$ cat src/rtl/mem_gate_pkg.sv
// Shared types for mem_gate: access classes, FSM states and the bad-read pattern.
package mem_gate_pkg;

  typedef enum logic [1:0] {
    CLS_MEM,
    CLS_TOHOST,
    CLS_CYCLE,
    CLS_BAD
  } cls_e;

  typedef enum logic [1:0] {
    ST_RUN,
    ST_DONE,
    ST_HUNG
  } state_e;

  localparam logic [63:0] BAD_DATA = 64'hDEAD_BEEF_DEAD_BEEF;

endpackage

$ cat src/rtl/mem_gate_decode.sv
// Combinational address classifier for mem_gate: MEM, TOHOST, CYCLE or BAD.
module mem_gate_decode
  import mem_gate_pkg::*;
#(
  parameter int              ADDR_W      = 61,
  parameter int              DEPTH__LOG2 = 13,
  parameter logic [ADDR_W-1:0] TOHOST_ADDR = 61'h0200_0000,
  parameter logic [ADDR_W-1:0] CYCLE_ADDR  = 61'h0200_0001
) (
  input  logic [ADDR_W-1:0] addr,
  output cls_e              cls
);

  // MEM is checked first; the mapped words sit far above the array so they never overlap it.
  always_comb begin
    cls = CLS_BAD;
    if (addr[ADDR_W-1:DEPTH__LOG2] == '0) begin
      cls = CLS_MEM;
    end else if (addr == TOHOST_ADDR) begin
      cls = CLS_TOHOST;
    end else if (addr == CYCLE_ADDR) begin
      cls = CLS_CYCLE;
    end
  end

endmodule

$ cat src/rtl/mem_gate.sv
// Address gate between the L1 port and the mem array with tohost/cycle words and error capture.
// Optional watchdog is enabled by defining MEM_GATE_WATCHDOG_EN.
module mem_gate
  import mem_gate_pkg::*;
#(
  parameter int                ADDR_W      = 61,
  parameter int                DATA_W      = 64,
  parameter int                DEPTH__LOG2 = 13,
  parameter logic [ADDR_W-1:0] TOHOST_ADDR = 61'h0200_0000,
  parameter logic [ADDR_W-1:0] CYCLE_ADDR  = 61'h0200_0001,
  parameter int                TIMEOUT     = 200000
) (
  input  logic                   clk,
  input  logic                   rst,
  input  logic [ADDR_W-1:0]      l1_to_mem__addr,
  input  logic [DATA_W-1:0]      l1_to_mem__wr_data,
  output logic [DATA_W-1:0]      l1_to_mem__rd_data,
  input  logic                   l1_to_mem__en,
  input  logic                   l1_to_mem__we,
  output logic [DEPTH__LOG2-1:0] mem__addr,
  output logic [DATA_W-1:0]      mem__wr_data,
  input  logic [DATA_W-1:0]      mem__rd_data,
  output logic                   mem__en,
  output logic                   mem__we,
  output logic                   done,
  output logic [DATA_W-1:0]      result,
  output logic                   err,
  output logic [ADDR_W-1:0]      err_addr,
  output logic                   timeout
);

  cls_e              cls;
  state_e            state_q, state_d;
  logic [DATA_W-1:0] result_q, result_d;
  logic              err_q, err_d;
  logic [ADDR_W-1:0] err_addr_q, err_addr_d;
  logic [63:0]       cycle_q, cycle_d;
  logic [63:0]       snap_q, snap_d;
  logic              rd_valid_q, rd_valid_d;
  cls_e              rd_cls_q, rd_cls_d;
  logic              in_run;
  logic              tohost_wr;
  logic              bad_acc;
  logic              hang_go;

  mem_gate_decode #(
    .ADDR_W      (ADDR_W),
    .DEPTH__LOG2 (DEPTH__LOG2),
    .TOHOST_ADDR (TOHOST_ADDR),
    .CYCLE_ADDR  (CYCLE_ADDR)
  ) u_decode (
    .addr (l1_to_mem__addr),
    .cls  (cls)
  );

  assign in_run    = (state_q == ST_RUN);
  assign tohost_wr = l1_to_mem__en & l1_to_mem__we & (cls == CLS_TOHOST) & in_run;
  assign bad_acc   = l1_to_mem__en & (cls == CLS_BAD) & in_run;

  assign mem__addr    = l1_to_mem__addr[DEPTH__LOG2-1:0];
  assign mem__wr_data = l1_to_mem__wr_data;
  assign mem__we      = l1_to_mem__we;
  assign mem__en      = l1_to_mem__en & (cls == CLS_MEM) & in_run & rst;

`ifdef MEM_GATE_WATCHDOG_EN
  localparam int WD_W = $clog2(TIMEOUT) + 1;

  logic [WD_W-1:0] wd_q, wd_d;

  // Counts only in RUN, so it freezes once the FSM leaves RUN.
  always_comb begin
    wd_d = wd_q;
    if (in_run) begin
      wd_d = wd_q + 1'b1;
    end
  end

  always_ff @(posedge clk or negedge rst) begin
    if (!rst) begin
      wd_q <= '0;
    end else begin
      wd_q <= wd_d;
    end
  end

  assign hang_go = in_run & (wd_q == WD_W'(TIMEOUT - 1)) & ~tohost_wr;
`else
  assign hang_go = 1'b0;
`endif

  // A tohost write beats a simultaneous watchdog expiry.
  always_comb begin
    state_d = state_q;
    if (state_q == ST_RUN) begin
      if (tohost_wr) begin
        state_d = ST_DONE;
      end else if (hang_go) begin
        state_d = ST_HUNG;
      end
    end
  end

  always_comb begin
    result_d   = result_q;
    err_d      = err_q;
    err_addr_d = err_addr_q;
    cycle_d    = cycle_q + 64'd1;
    snap_d     = cycle_q;
    rd_valid_d = l1_to_mem__en & ~l1_to_mem__we & in_run;
    rd_cls_d   = cls;
    if (tohost_wr) begin
      result_d = l1_to_mem__wr_data;
    end
    if (bad_acc) begin
      err_d = 1'b1;
      if (!err_q) begin
        err_addr_d = l1_to_mem__addr;
      end
    end
  end

  always_ff @(posedge clk or negedge rst) begin
    if (!rst) begin
      state_q    <= ST_RUN;
      result_q   <= '0;
      err_q      <= 1'b0;
      err_addr_q <= '0;
      cycle_q    <= '0;
      snap_q     <= '0;
      rd_valid_q <= 1'b0;
      rd_cls_q   <= CLS_MEM;
    end else begin
      state_q    <= state_d;
      result_q   <= result_d;
      err_q      <= err_d;
      err_addr_q <= err_addr_d;
      cycle_q    <= cycle_d;
      snap_q     <= snap_d;
      rd_valid_q <= rd_valid_d;
      rd_cls_q   <= rd_cls_d;
    end
  end

  always_comb begin
    l1_to_mem__rd_data = '0;
    if (rd_valid_q) begin
      case (rd_cls_q)
        CLS_MEM:    l1_to_mem__rd_data = mem__rd_data;
        CLS_TOHOST: l1_to_mem__rd_data = result_q;
        CLS_CYCLE:  l1_to_mem__rd_data = DATA_W'(snap_q);
        default:    l1_to_mem__rd_data = DATA_W'(BAD_DATA);
      endcase
    end
  end

  assign done     = (state_q == ST_DONE);
  assign timeout  = (state_q == ST_HUNG);
  assign result   = result_q;
  assign err      = err_q;
  assign err_addr = err_addr_q;

endmodule

$ cat config.mk
export PLATFORM = sky130hd
export DESIGN_NAME = mem_gate
export DESIGN_NICKNAME = d
export VERILOG_FILES = /design/src/rtl/mem_gate_pkg.sv /design/src/rtl/mem_gate_decode.sv /design/src/rtl/mem_gate.sv
export SDC_FILE = /design/constraint.sdc
export NUM_CORES = 1
export LEC_CHECK = 0
export CORE_AREA = 2 2 182 184
export CTS_CLUSTER_SIZE = 25
export DETAILED_ROUTE_END_ITERATION = 10
export DIE_AREA = 0 0 184 186
export PLACE_DENSITY = 0.69
export SYNTH_ARGS = -nofsm -noshare
export SYNTH_HDL_FRONTEND = slang
export SYNTH_SLANG_ARGS = --single-unit
export TNS_END_PERCENT = 30
$ cat constraint.sdc
create_clock -name clk -period 3.05 [get_ports clk]
set_input_delay 0.4575 -clock clk [delete_from_list [all_inputs] [get_ports clk]]
set_output_delay 0.4575 -clock clk [all_outputs]
set_load 0.05 [all_outputs]
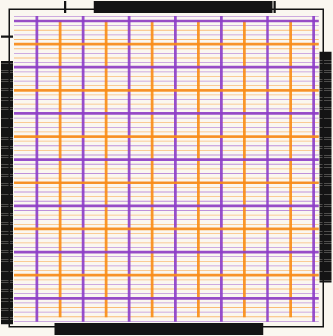
Run 1: floorplan with the power grid
Pins as bars on the die edge.
Key: purple = VSS; orange = VDD
13 straps on met4. 13 straps on met5. The core has 66 rows. 67 met1 rails follow the rows.

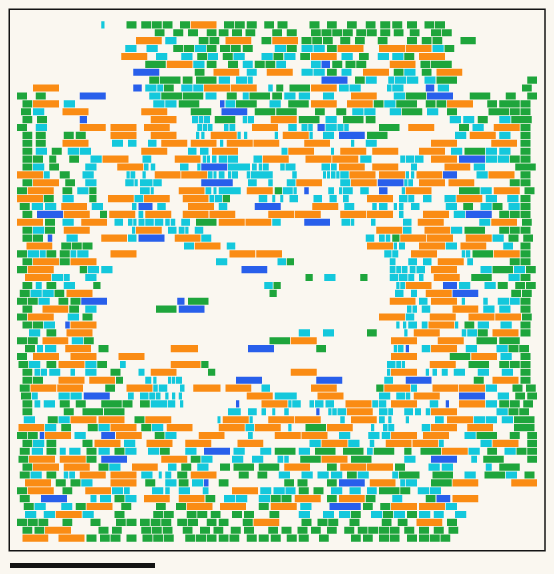
Run 1: placement by cell class
Scale bar: 50 um.
Key: orange = flip-flops [cells 258]; green = other buffers and delay cells [cells 482]; blue = clock drivers and dummy loads [cells 53]; cyan = all other logic [cells 528]

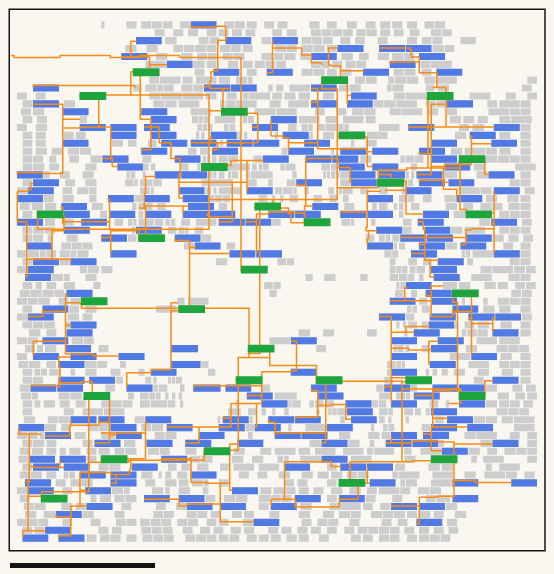
Run 1: clock network drawn from the DEF
Scale bar: 50 um.
Key: blue = flip-flops [count 258]; orange = clock wires [length 3500 um]; green = cells driving clock nets [count 29]
Position of the flops: widely spread.
clock network power share: 40.1%
Clk Latency, worst-skew pair: 0.54 ns

==> summary.txt, run 1 <==
fresh numbers from the pnr run: status=finished, final reports clean, Cell Chain, Critical Path=buf_4 > mux2_2 > o221a_2 > buf_12, Sequential Power=0.00358 W, power density cells=486 mW/mm2, cell area after synthesis=between 0.01 and 0.015 mm2, Place WS=0.123 ns, CTS Buffer Depth=3, detailed router's first-iteration violation count=406, setup tns final=0 ns, Post-synth EDFFs=0, Crit Path Max Fanout=23, VDD IR-drop max=0.000467 V, Top Consumer=registers, cell count after synthesis=910, Fillers=~2.6k, first-pass GRT wire length=52700 um, share of cells above drive strength 1=between 20 and 30%, Slowest-stage cell, CP=dfrtp_4, area leader, netlist=dfrtp_1, WL per Instance=19.9 um, Area after DPL=~0.017 mm2, Max stage delay on crit path=0.70 ns, syn_nets=1104, Crit path required time=2.59 ns, maximum capacitance violations=0, Setup Skew=0.00857 ns, Post-Syn Area per Cell=between 10 and 15 um2, root buffer cell=clkbuf_16, Sequential Power Share=between 40 and 50%, GP Congestion=0.796, main flop type=dfrtp_1, f_max=~350 MHz, post-synthesis async set-or-reset flop share=100%, clock-pin slew of the registers on the worst-case setup and hold paths=0.06 ns, area grow syn2layout=52.2%, IO Port Bufs=between 400 and 500, RSZ-0062 raised after global routing=false, cts repair resizes=0, grt ovf=0, final slew viol count=0, Final Setup Violations=0, Crit Reg-Reg Endpoint=cycle_q[49], CP top delay family=flip-flops, Nets=1493, register-to-register setup slack=0.40 ns, Yosys cell types=39, DR vias/cell=4.99, Ys Warns=0, num rows=66, H-Tree Depth=1, logic depth of the worst path, buffers included=4, Main area contributors=dfrtp_1, mux2_2, buf_4, worst hold slack=0.0533 ns, Antenna Nets Post-Route=0, final core utilization=approximately 56%, PnR worst setup slack=between 0.2 and 0.25 ns, Least-Margin Pin Slew=around 0.9 ns, Die Width=184 um, crit path DAT=2.39 ns, final hold vios=0, P_clk=0.00348 W, Rel. slew slack=40.9%, Buf/Inv on CP=2, initial antenna violation count=0, ant diodes=0, Power Total=0.00869 W, FP Core Util=about 36%, DP HPWL=25400 um, flops & latches, synth=258, gr usage total=19.7%, Int Power=0.00624 W, critical path class=register to primary output, tool warnings=30, Final Cell Area=0.0179 mm2, Tmin final=2.84 ns, die area=0.0342 mm2, Hold Path Class=input pin to async pin, Seq share, synth=54.9%, Chip Area, Yosys=roughly 0.012 mm2, Worst Setup SP=rd_cls_q[0], Worst Setup EP=l1_to_mem__rd_data[44], count of non-filler cells in the finished layout=1729, sw power=0.00245 W, Comb pwr share=approximately a fifth, vias in the first global route=roughly 9k, Num CTS Buffers=29, Reg2Reg Launch Point=cycle_q[2], DR vias=8622, CP endpoint kind=primary output, comb pwr=0.00163 W, fin crit share=93.2%, core area=around 0.032 mm2, CTS tree=yes, final WL=~34000 um, R2R depth=5, Die Y=186 um, DRC=0, # Cells Yosys=roughly 910, switching share of power=28.1%
-- run 1: cell type report --
class / count / area [um2] / area share [%]
Clock buffer: 38 / 810 / 4.53
Clock inverter: 15 / 148 / 0.825
Inverter: 14 / 52.6 / 0.294
Multi-Input combinational cell: 514 / 4470 / 25.0
Sequential cell: 258 / 6460 / 36.1
Tap cell: 408 / 510 / 2.85
Timing Repair Buffer: 482 / 5430 / 30.4
-- run 1: cells in the mapped netlist, types with 8 or more instances --
cell type	count
dfrtp_1	258
buf_4	79
xnor2_1	29
nor3_2	9
mux2i_1	16
clkbuf_1	35
xor2_1	33
nor2_1	17
nand4_1	13
o21ai_0	18
nor3_1	13
and2_1	17
nor4_1	19
nand3_1	32
o221a_2	48
mux2_2	172
and3_1	8
nand2_1	35
inv_1	14
-- run 1: per-layer routing --
metal | GRT usage (%) | wire length [um] | vias up
li1 | - | - | 3971
met3 | 4.73 | 2370 | 41
met2 | 35.2 | 17800 | 286
met1 | 24.1 | 13700 | 4324
met4 | 4.42 | 559 | 0
met5 | 0 | 0 | -
-- run 1: placed cells by master (no fill, tap or decap), types with 6 or more instances in the layout --
master / n
and2_1: 17
and3_1: 8
and4_1: 6
buf_12: 65
buf_4: 20
clkbuf_16: 29
clkdlybuf4s50_1: 396
clkinv_2: 6
dfrtp_1: 255
inv_1: 14
mux2_2: 172
mux2i_1: 16
nand2_1: 35
nand3_1: 32
nand4_1: 13
nor2_1: 17
nor3_1: 13
nor3_2: 9
nor4_1: 19
o21ai_0: 18
o221a_2: 48
xnor2_1: 29
xor2_1: 33
-- run 1: kinds of logic after synthesis --
kind of cell               synth area share, %
DFF                                       54.9
and+or+nand+nor                           9.74
muxes                                     17.8
buffers and inverters                     7.12
AOI/OAI and AO/OA                         5.59
xor gates and xnor gates                  4.62
adders and majority gates                0.106
other                                   0.0319
Run 1, metal layers overlaid:
Two of the layers only.
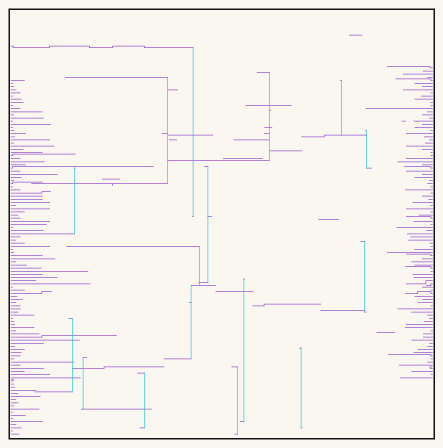

==> run 1 -> run 2 <==
--- a/config.mk
+++ b/config.mk
@@ -5,11 +5,11 @@
 export SDC_FILE = /design/constraint.sdc
 export NUM_CORES = 1
 export LEC_CHECK = 0
-export CORE_AREA = 2 2 182 184
+export CORE_AREA = 2 2 180 182
 export CTS_CLUSTER_SIZE = 25
 export DETAILED_ROUTE_END_ITERATION = 10
-export DIE_AREA = 0 0 184 186
-export PLACE_DENSITY = 0.69
+export DIE_AREA = 0 0 182 184
+export PLACE_DENSITY = 0.73
 export SYNTH_ARGS = -nofsm -noshare
 export SYNTH_HDL_FRONTEND = slang
 export SYNTH_SLANG_ARGS = --single-unit
==> constraint.sdc (replaced) <==
create_clock -name clk -period 2.35 [get_ports clk]
set_input_delay 0.3525 -clock clk [delete_from_list [all_inputs] [get_ports clk]]
set_output_delay 0.3525 -clock clk [all_outputs]
set_load 0.05 [all_outputs]
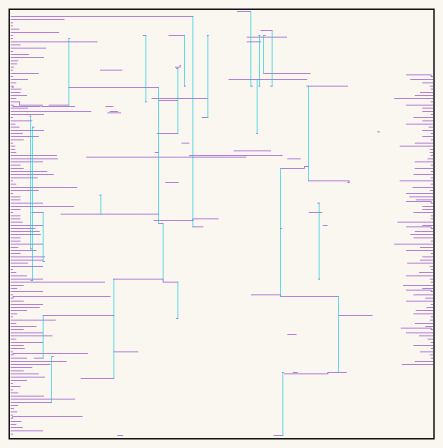
Run 2: metal layers overlaid
Two of the layers only.
Key: purple = met3 [wire length 2500 um]; cyan = met4 [wire length 869 um]

==> run 2 against run 1 <==
Effect of this change:
- the run now ends with negative setup slack left
- die area down 2.2%
- sequential power up 29%
- first-iteration DRC count up 30%
- cell count up 3.6%
- non-clock buffer count up 68
- critical endpoint is now l1_to_mem__rd_data[42]
- largest cell class unchanged
- largest power group is now clock
- highest routed layer unchanged
==> summary.txt, run 2 <==
fresh numbers from the pnr run: logic area=0.00503 mm2 (was 0.00447 mm2), Buf/Inv on CP=3 (was 2), detailed router's first-iteration violation count=527 (was 406), failing checks=negative setup slack, Num CTS Buffers=29 (unchanged), WL per Instance=21.0 um (was 19.9 um), Crit path required time=2.00 ns (was 2.59 ns), Antenna Nets Post-Route=0 (unchanged), Nets=1561 (was 1493), Clk Latency, worst-skew pair=0.53 ns (was 0.54 ns), worst hold slack=0.116 ns (was 0.0533 ns), synth cell count leaders=dfrtp_1, mux2_2, buf_4, o221a_2 (unchanged), ant diodes=0 (unchanged), most instantiated library cell after synthesis=dfrtp_1 (unchanged), RSZ-0062 raised after global routing=true (was false), Hold Path Class=input pin to register (was input pin to async pin), first-pass GRT wire length=53500 um (was 52700 um), cell area after synthesis=0.0118 mm2 (unchanged), Int Power=0.00833 W (was 0.00624 W), final slew viol count=0 (unchanged), switching share of power=27.6% (was 28.1%), gr usage total=20.4% (was 19.7%), Comb pwr share=19.2% (was 18.7%), Tmin final=2.43 ns, Rel. slew slack=46.9% (was 40.9%), flops & latches, synth=258 (unchanged), share of cells above drive strength 1=38.5% (was 28.7%), Reg2Reg Launch Point=cycle_q[0] (was cycle_q[2]), post-CTS setup buffer count=0 (unchanged), die area=0.0335 mm2 (was 0.0342 mm2), final core utilization=61.0% (was 55.5%), DRC=0 (unchanged), Area after DPL=0.0172 mm2 (was 0.0169 mm2), Crit Reg-Reg Endpoint=cycle_q[49] (unchanged), CP endpoint kind=primary output (unchanged), Chip Area, Yosys=0.0118 mm2 (unchanged), Crit Path Max Fanout=8 (was 23), root buffer cell=clkbuf_16 (unchanged), Main area contributors=dfrtp_1, mux2_2, buf_4 (unchanged), Final Setup Violations=56 (was 0), Setup Skew=0.00911 ns (was 0.00857 ns), # Cells Yosys=910 (unchanged), fin crit share=104%, Post-Syn Area per Cell=12.9 um2 (unchanged), Cell Chain, Critical Path=buf_8 > clkbuf_16 > mux2_2 > o221a_4 > buf_12 (was buf_4 > mux2_2 > o221a_2 > buf_12), Yosys cell types=39 (unchanged), cts repair resizes=16 (was 0), FP Core Util=37.4% (was 36.5%), tool warnings=32 (was 30), syn_nets=1104 (unchanged), sw power=0.00318 W (was 0.00245 W), Post-synth EDFFs=0 (unchanged), FF+latch area=0.00646 mm2 (unchanged), Final Cell Area=0.0191 mm2 (was 0.0179 mm2), Max stage delay on crit path=0.51 ns (was 0.70 ns), DR vias/cell=5.06 (was 4.99), dominant logic cell types in the final layout=clkdlybuf4s50_1, dfrtp_1, mux2_2 (unchanged), IO Port Bufs=462 (unchanged), Slowest-stage cell, CP=dfrtp_4 (unchanged), area grow syn2layout=62.9% (was 52.2%), final WL=37600 um (was 34400 um), Fillers=2393 (was 2636), Place WS=-0.376 ns (was 0.123 ns), PnR worst setup slack=-0.0842 ns (was 0.206 ns), power density cells=601 mW/mm2 (was 486 mW/mm2), Top Consumer=clock (was registers), setup tns final=-3.05 ns (was 0 ns), GP Congestion=0.828 (was 0.796), crit path DAT=2.08 ns (was 2.39 ns), main flop type=dfrtp_1 (unchanged), status=finished, violations left (was finished, final reports clean), P_clk=0.00467 W (was 0.00348 W), CP top delay family=flip-flops (unchanged), cell count after synthesis=910 (unchanged), critical path class=register to primary output (unchanged), Least-Margin Pin Slew=0.796 ns (was 0.887 ns), VDD IR-drop max=0.000582 V (was 0.000467 V), post-synthesis async set-or-reset flop share=100% (unchanged), Worst Setup Start Kind=register (unchanged), R2R depth=6 (was 5), Sequential Power=0.00463 W (was 0.00358 W), area leader, netlist=dfrtp_1 (unchanged), Die Width=182 um (was 184 um), vias in the first global route=9347 (was 9234), comb pwr=0.00221 W (was 0.00163 W), core area=0.0314 mm2 (was 0.0322 mm2), f_max=around 410 MHz, H-Tree Depth=1 (unchanged), clock network power share=40.6% (was 40.1%), clock-pin slew of the registers on the worst-case setup and hold paths=0.06 ns (about the same), initial antenna violation count=0 (unchanged), Power Total=0.0115 W (was 0.00869 W), maximum capacitance violations=0 (unchanged), CTS Buffer Depth=3 (unchanged), Sequential Power Share=40.3% (was 41.2%), count of non-filler cells in the finished layout=1791 (was 1729), grt ovf=0 (unchanged), Ys Warns=0 (unchanged), Top cell excl fill/tap=clkdlybuf4s50_1 (unchanged), largest net degree at the start of global routing=146 (was 148), final hold vios=0 (unchanged)
[run 2: cell types whose count changed in the layout (fill, tap and decap cells not counted), sizes merged]
cell and delta:
dlymetal6s2s +13, buf +120, dlygate4sd3 +1, inv -1, clkbuf +12, clkinvlp +1, clkdlybuf4s50 -72, clkinv -6
[run 2: how the worst max path moves through the flow]
| stage | end | depth (start not counted) | slack [ns] | startpoint |
|---|---|---|---|---|
| 4_1_cts | l1_to_mem__rd_data[50] | 4 | -0.13 | rd_cls_q[0] |
| 5_1_grt | mem__en | 7 | -0.15 | l1_to_mem__addr[50] |
| 6_report | l1_to_mem__rd_data[42] | 5 | -0.08 | rd_cls_q[0] |
| 3_5_place_dp | result[23] | 8 | -0.38 | l1_to_mem__addr[35] |
| 2_1_floorplan | cycle_q[45] | 6 | 0.16 | cycle_q[2] |
| 3_3_place_gp | result[32] | 8 | -0.37 | l1_to_mem__addr[18] |
[run 2: kinds of logic after synthesis]
family | share of synthesized area [%]
other | 0.0319
muxes | 17.8
buffers and inverters | 7.12
AOI/OAI and AO/OA | 5.59
xor gates and xnor gates | 4.62
DFF | 54.9
adders and majority gates | 0.106
and+or+nand+nor | 9.74
[run 2: metal layers]
layer  wire length [um]  vias to the layer above  GRT usage, %  part of all wire [%]
li1                   -                     4106             -                     -
met1              14800                     4570          24.0                    40
met2              19400                      322          36.9                    52
met3               2500                       61          5.39                   6.6
met4                869                        0          5.13                   2.3
met5                  0                        -             0                     0
[run 2: cell type report]
class,instances,area share (%)
Multi-Input combinational cell,514,26.3
Inverter,14,0.275
Sequential cell,258,33.8
Timing Repair Buffer,550,31.8
Tap cell,402,2.63
Clock inverter,9,0.569
Clock buffer,44,4.66
Power and IR drop assume default switching activity.
